Fig. 1: gate-type map
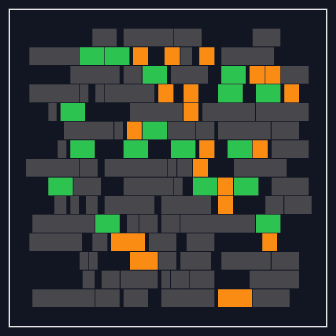
Fig. 2: routed clock nets over the placement
Bar = 10 um.
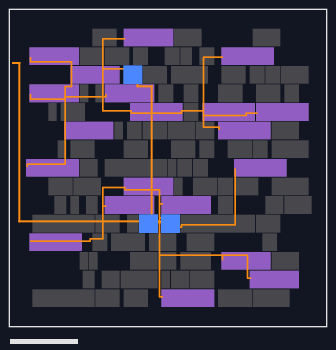
Fig. 3: placement view
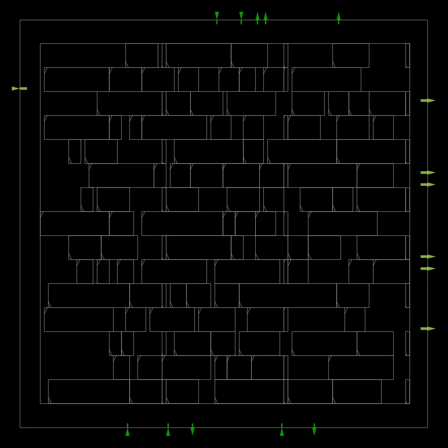
<file path="config.mk">
export PLATFORM = sky130hd
export DESIGN_NAME = iiitb_sipo
export DESIGN_NICKNAME = d
export VERILOG_FILES = /design/src/rtl/iiitb_serial_pkg.sv /design/src/rtl/iiitb_sipo_shift.sv /design/src/rtl/iiitb_sipo.sv
export SDC_FILE = /design/constraint.sdc
export NUM_CORES = 1
export LEC_CHECK = 0
export CAP_MARGIN = 40
export CORE_MARGIN = 2
export CORE_UTILIZATION = 49
export DETAILED_ROUTE_END_ITERATION = 8
export GPL_TIMING_DRIVEN = 0
export PLACE_DENSITY = 0.78
export SETUP_SLACK_MARGIN = 0.5
export SLEW_MARGIN = 20
export SYNTH_ARGS = -nofsm -noshare
export SYNTH_HDL_FRONTEND = slang
export SYNTH_SLANG_ARGS = --single-unit
export TNS_END_PERCENT = 30
</file>
<file path="constraint.sdc">
create_clock -name clk -period 1.56 [get_ports clk]
set_clock_uncertainty 0.05 [all_clocks]
set_input_delay 0.312 -clock clk [delete_from_list [all_inputs] [get_ports clk]]
set_output_delay 0.312 -clock clk [all_outputs]
set_load 0.05 [all_outputs]
</file>
<file path="src/rtl/iiitb_serial_pkg.sv">
// Shared definitions for the serial link (transmit and receive sides).
//   SERIAL_WIDTH     default parallel word width
//   LSB_FIRST_ORDER  first serial bit maps to word bit 0
//   MSB_FIRST_ORDER  first serial bit maps to word bit WIDTH-1
package iiitb_serial_pkg;

  localparam int unsigned SERIAL_WIDTH    = 8;
  localparam int unsigned LSB_FIRST_ORDER = 1;
  localparam int unsigned MSB_FIRST_ORDER = 0;

endpackage

</file>
<file path="src/rtl/iiitb_sipo_shift.sv">
// Serial bit accumulator for the SIPO receiver.
//   clk, rst    clock and synchronous active-high reset
//   start       frame alignment; discards any partial word
//   bit_valid   serial_in carries a bit this cycle
//   serial_in   serial data bit
//   word        assembled word including the current bit (valid with word_done)
//   word_done   current bit completes a word (combinational strobe)
//   busy        partial word in progress (bit count != 0)
module iiitb_sipo_shift
  import iiitb_serial_pkg::*;
#(
  parameter int unsigned WIDTH     = SERIAL_WIDTH,
  parameter int unsigned LSB_FIRST = LSB_FIRST_ORDER
) (
  input  logic             clk,
  input  logic             rst,
  input  logic             start,
  input  logic             bit_valid,
  input  logic             serial_in,
  output logic [WIDTH-1:0] word,
  output logic             word_done,
  output logic             busy
);

  localparam int unsigned CNT_W = $clog2(WIDTH);
  localparam logic [CNT_W-1:0] LAST = CNT_W'(WIDTH - 1);

  logic [WIDTH-1:0] sh;
  logic [WIDTH-1:0] sh_next;
  logic [CNT_W-1:0] cnt;

  generate
    if (LSB_FIRST == LSB_FIRST_ORDER) begin : g_lsb
      assign sh_next = {serial_in, sh[WIDTH-1:1]};
    end else begin : g_msb
      assign sh_next = {sh[WIDTH-2:0], serial_in};
    end
  endgenerate

  // Stale bits left in sh after a start are harmless: a full frame of
  // WIDTH bits shifts every one of them out before the word completes.
  always_ff @(posedge clk) begin
    if (rst) begin
      sh  <= '0;
      cnt <= '0;
    end else if (bit_valid) begin
      sh <= sh_next;
      if (start)
        cnt <= CNT_W'(1);
      else if (cnt == LAST)
        cnt <= '0;
      else
        cnt <= cnt + CNT_W'(1);
    end else if (start) begin
      cnt <= '0;
    end
  end

  assign word      = sh_next;
  assign word_done = bit_valid & ~start & (cnt == LAST);
  assign busy      = (cnt != '0);

endmodule

</file>
<file path="src/rtl/iiitb_sipo.sv">
// Serial-in parallel-out receiver with one-entry output holding register.
//   clk, rst    clock and synchronous active-high reset
//   start       frame alignment; aborts any partial word
//   bit_valid   serial_in carries a bit this cycle
//   serial_in   serial data bit
//   data_out    completed word from the holding register
//   data_valid  holding register full
//   data_ready  consumer accepts data_out
//   overrun     one-cycle pulse when a completed word is dropped
//   busy        partial word in progress
module iiitb_sipo
  import iiitb_serial_pkg::*;
#(
  parameter int unsigned WIDTH     = SERIAL_WIDTH,
  parameter int unsigned LSB_FIRST = LSB_FIRST_ORDER
) (
  input  logic             clk,
  input  logic             rst,
  input  logic             start,
  input  logic             bit_valid,
  input  logic             serial_in,
  output logic [WIDTH-1:0] data_out,
  output logic             data_valid,
  input  logic             data_ready,
  output logic             overrun,
  output logic             busy
);

  logic [WIDTH-1:0] word;
  logic             word_done;
  logic [WIDTH-1:0] hold;
  logic             hold_valid;
  logic             ovr;

  iiitb_sipo_shift #(
    .WIDTH     (WIDTH),
    .LSB_FIRST (LSB_FIRST)
  ) u_shift (
    .clk       (clk),
    .rst       (rst),
    .start     (start),
    .bit_valid (bit_valid),
    .serial_in (serial_in),
    .word      (word),
    .word_done (word_done),
    .busy      (busy)
  );

  // A completing word may replace the held one only if the held one is
  // being drained on the same edge; otherwise the new word is dropped.
  always_ff @(posedge clk) begin
    if (rst) begin
      hold       <= '0;
      hold_valid <= 1'b0;
      ovr        <= 1'b0;
    end else begin
      ovr <= 1'b0;
      if (word_done) begin
        if (!hold_valid || data_ready) begin
          hold       <= word;
          hold_valid <= 1'b1;
        end else begin
          ovr <= 1'b1;
        end
      end else if (hold_valid && data_ready) begin
        hold_valid <= 1'b0;
      end
    end
  end

  assign data_out   = hold;
  assign data_valid = hold_valid;
  assign overrun    = ovr;

endmodule
</file>
==> GITHUB_STEP_SUMMARY <==
## Synthesis and layout report

| Metric | Value |
|---|---|
| Count of plain and timing-repair buffers | `25` |
| Detailed-route via count | `616` |
| Starting DRC count in detailed routing | `1` |
| Relative contribution of combinational cells to total power | `8.8%` |
| Worst hold stages | `3` |
| Fraction of the mapped netlist area in compound gates | `2.01%` |
| Pwr Density | `835 nW/um^2` |
| Endpoint of the worst register-to-register path | `data_out[0]` |
| Met1 usage | `21.2%` |
| Post-placement setup slack | `-0.254 ns` |
| Placement Cell Area | `~1100 um^2` |
| Worst min-delay path endpoint | `data_out[3]` |
| Asr flop ratio synth | `0%` |
| Total CTS buffers | `3` |
| Met2 usage | `26.9%` |
| Layout Utilization | `between 70 and 80%` |
| Number of enable flip-flop cells | `0` |
| Final routed wire length divided by cell count | `11.7 um` |
| Cell at the root of the clock tree | `sky130_fd_sc_hd__clkbuf_4` |
| Final Total Pwr | `slightly above 1 mW` |
| Dominant synthesized flop cell | `sky130_fd_sc_hd__dfxtp_1` |
| Family with the most delay on the worst path | `flip-flops` |
| Detail Route met3 WL | `approximately 40 um` |
| Highest-count cells in the layout ignoring fill and taps | `17 x sky130_fd_sc_hd__mux2i_1, 16 x sky130_fd_sc_hd__nand2b_1, 11 x sky130_fd_sc_hd__dfxtp_1` |
| Setup crit start kind | `register` |
| Number of flip-flops in the largest register | `8` |
| Share of final-layout standard cells stronger than drive strength 1 | `between 30% and 40%` |
| Worst path cell trace | `inv_1, ha_4, nand2b_4, buf_8` |
| Arrival time at the worst endpoint | `between 1 and 1.5 ns` |
| Port Buf Inserts | `15` |
| Final hold slack | `0.306 ns` |
| Period minus WS final | `1.45 ns` |
| Cell count after synthesis | `83` |
| Clock edge transition at the registers on the reported setup and hold paths | `between 0.1 and 0.15 ns` |
| Cell type taking the most area | `combinational gates` |
| Dominant comb cell | `simple AND/OR/NAND/NOR gates` |
| Register Area | `412 um^2` |
| Final nets | `117` |
| Number of warning messages in the yosys log | `0` |
| Delay of the slowest cell on the worst path | `around 0.34 ns` |
| Path type of the worst min-delay path | `primary input to register` |
| Synthesis area per yosys | `between 800 and 900 um^2` |
| Total Routing Usage GR | `17.1%` |
| Maximum buffer depth of the clock tree | `2` |
| GR Overflow Total | `0` |
| Clock sink count | `20` |
| Vertical die dimension | `~46 um` |
| Number of optimization iterations in the first detailed-route pass | `2` |
| Termination of the worst setup path | `busy` |
| Worst path buffer plus inverter count | `2` |
| Yosys Instances | `83` |
| Worst path required time | `1.20 ns` |
| Busiest layer in global routing | `met2` |
| Worst setup margin | `0.107 ns` |
| # setup viols final | `0` |
| Clock buffer and inverter area fraction after layout | `4.23%` |
| Type of destination of the critical path | `output port` |
| Outcome | `complete, no violations` |
| Sequential group power | `0.521 mW` |
About Fig. 1:
| color | family | cells | most used |
|---|---|---|---|
| green | multiplexers | 17 | mux2i_1 |
| orange | NAND gates | 19 | nand2b_1 |
Post-Layout Cell Count: 132
multi-input combinational area share: 37.8%
most common library cell in the layout ignoring fill and taps: sky130_fd_sc_hd__mux2i_1

About Fig. 2:
[purple] flip-flops | count: 20
[blue] cells driving clock nets | count: 3
[orange] clock wires | length: 252 um
routed clock nets: 4
insertion delay of the later-clocked pin in the worst-skew pair: 0.30 ns
clock network power consumption: 0.426 mW
relative contribution of the clock network to total power: 41.0%

About Fig. 3:
number of rows in the core area: 15
number of sequential cells in the layout: 20
fill cell total of the finished layout: 122
number of well taps: 25
total core area: 1710 um^2

Power is estimated from default activity; no workload was simulated.
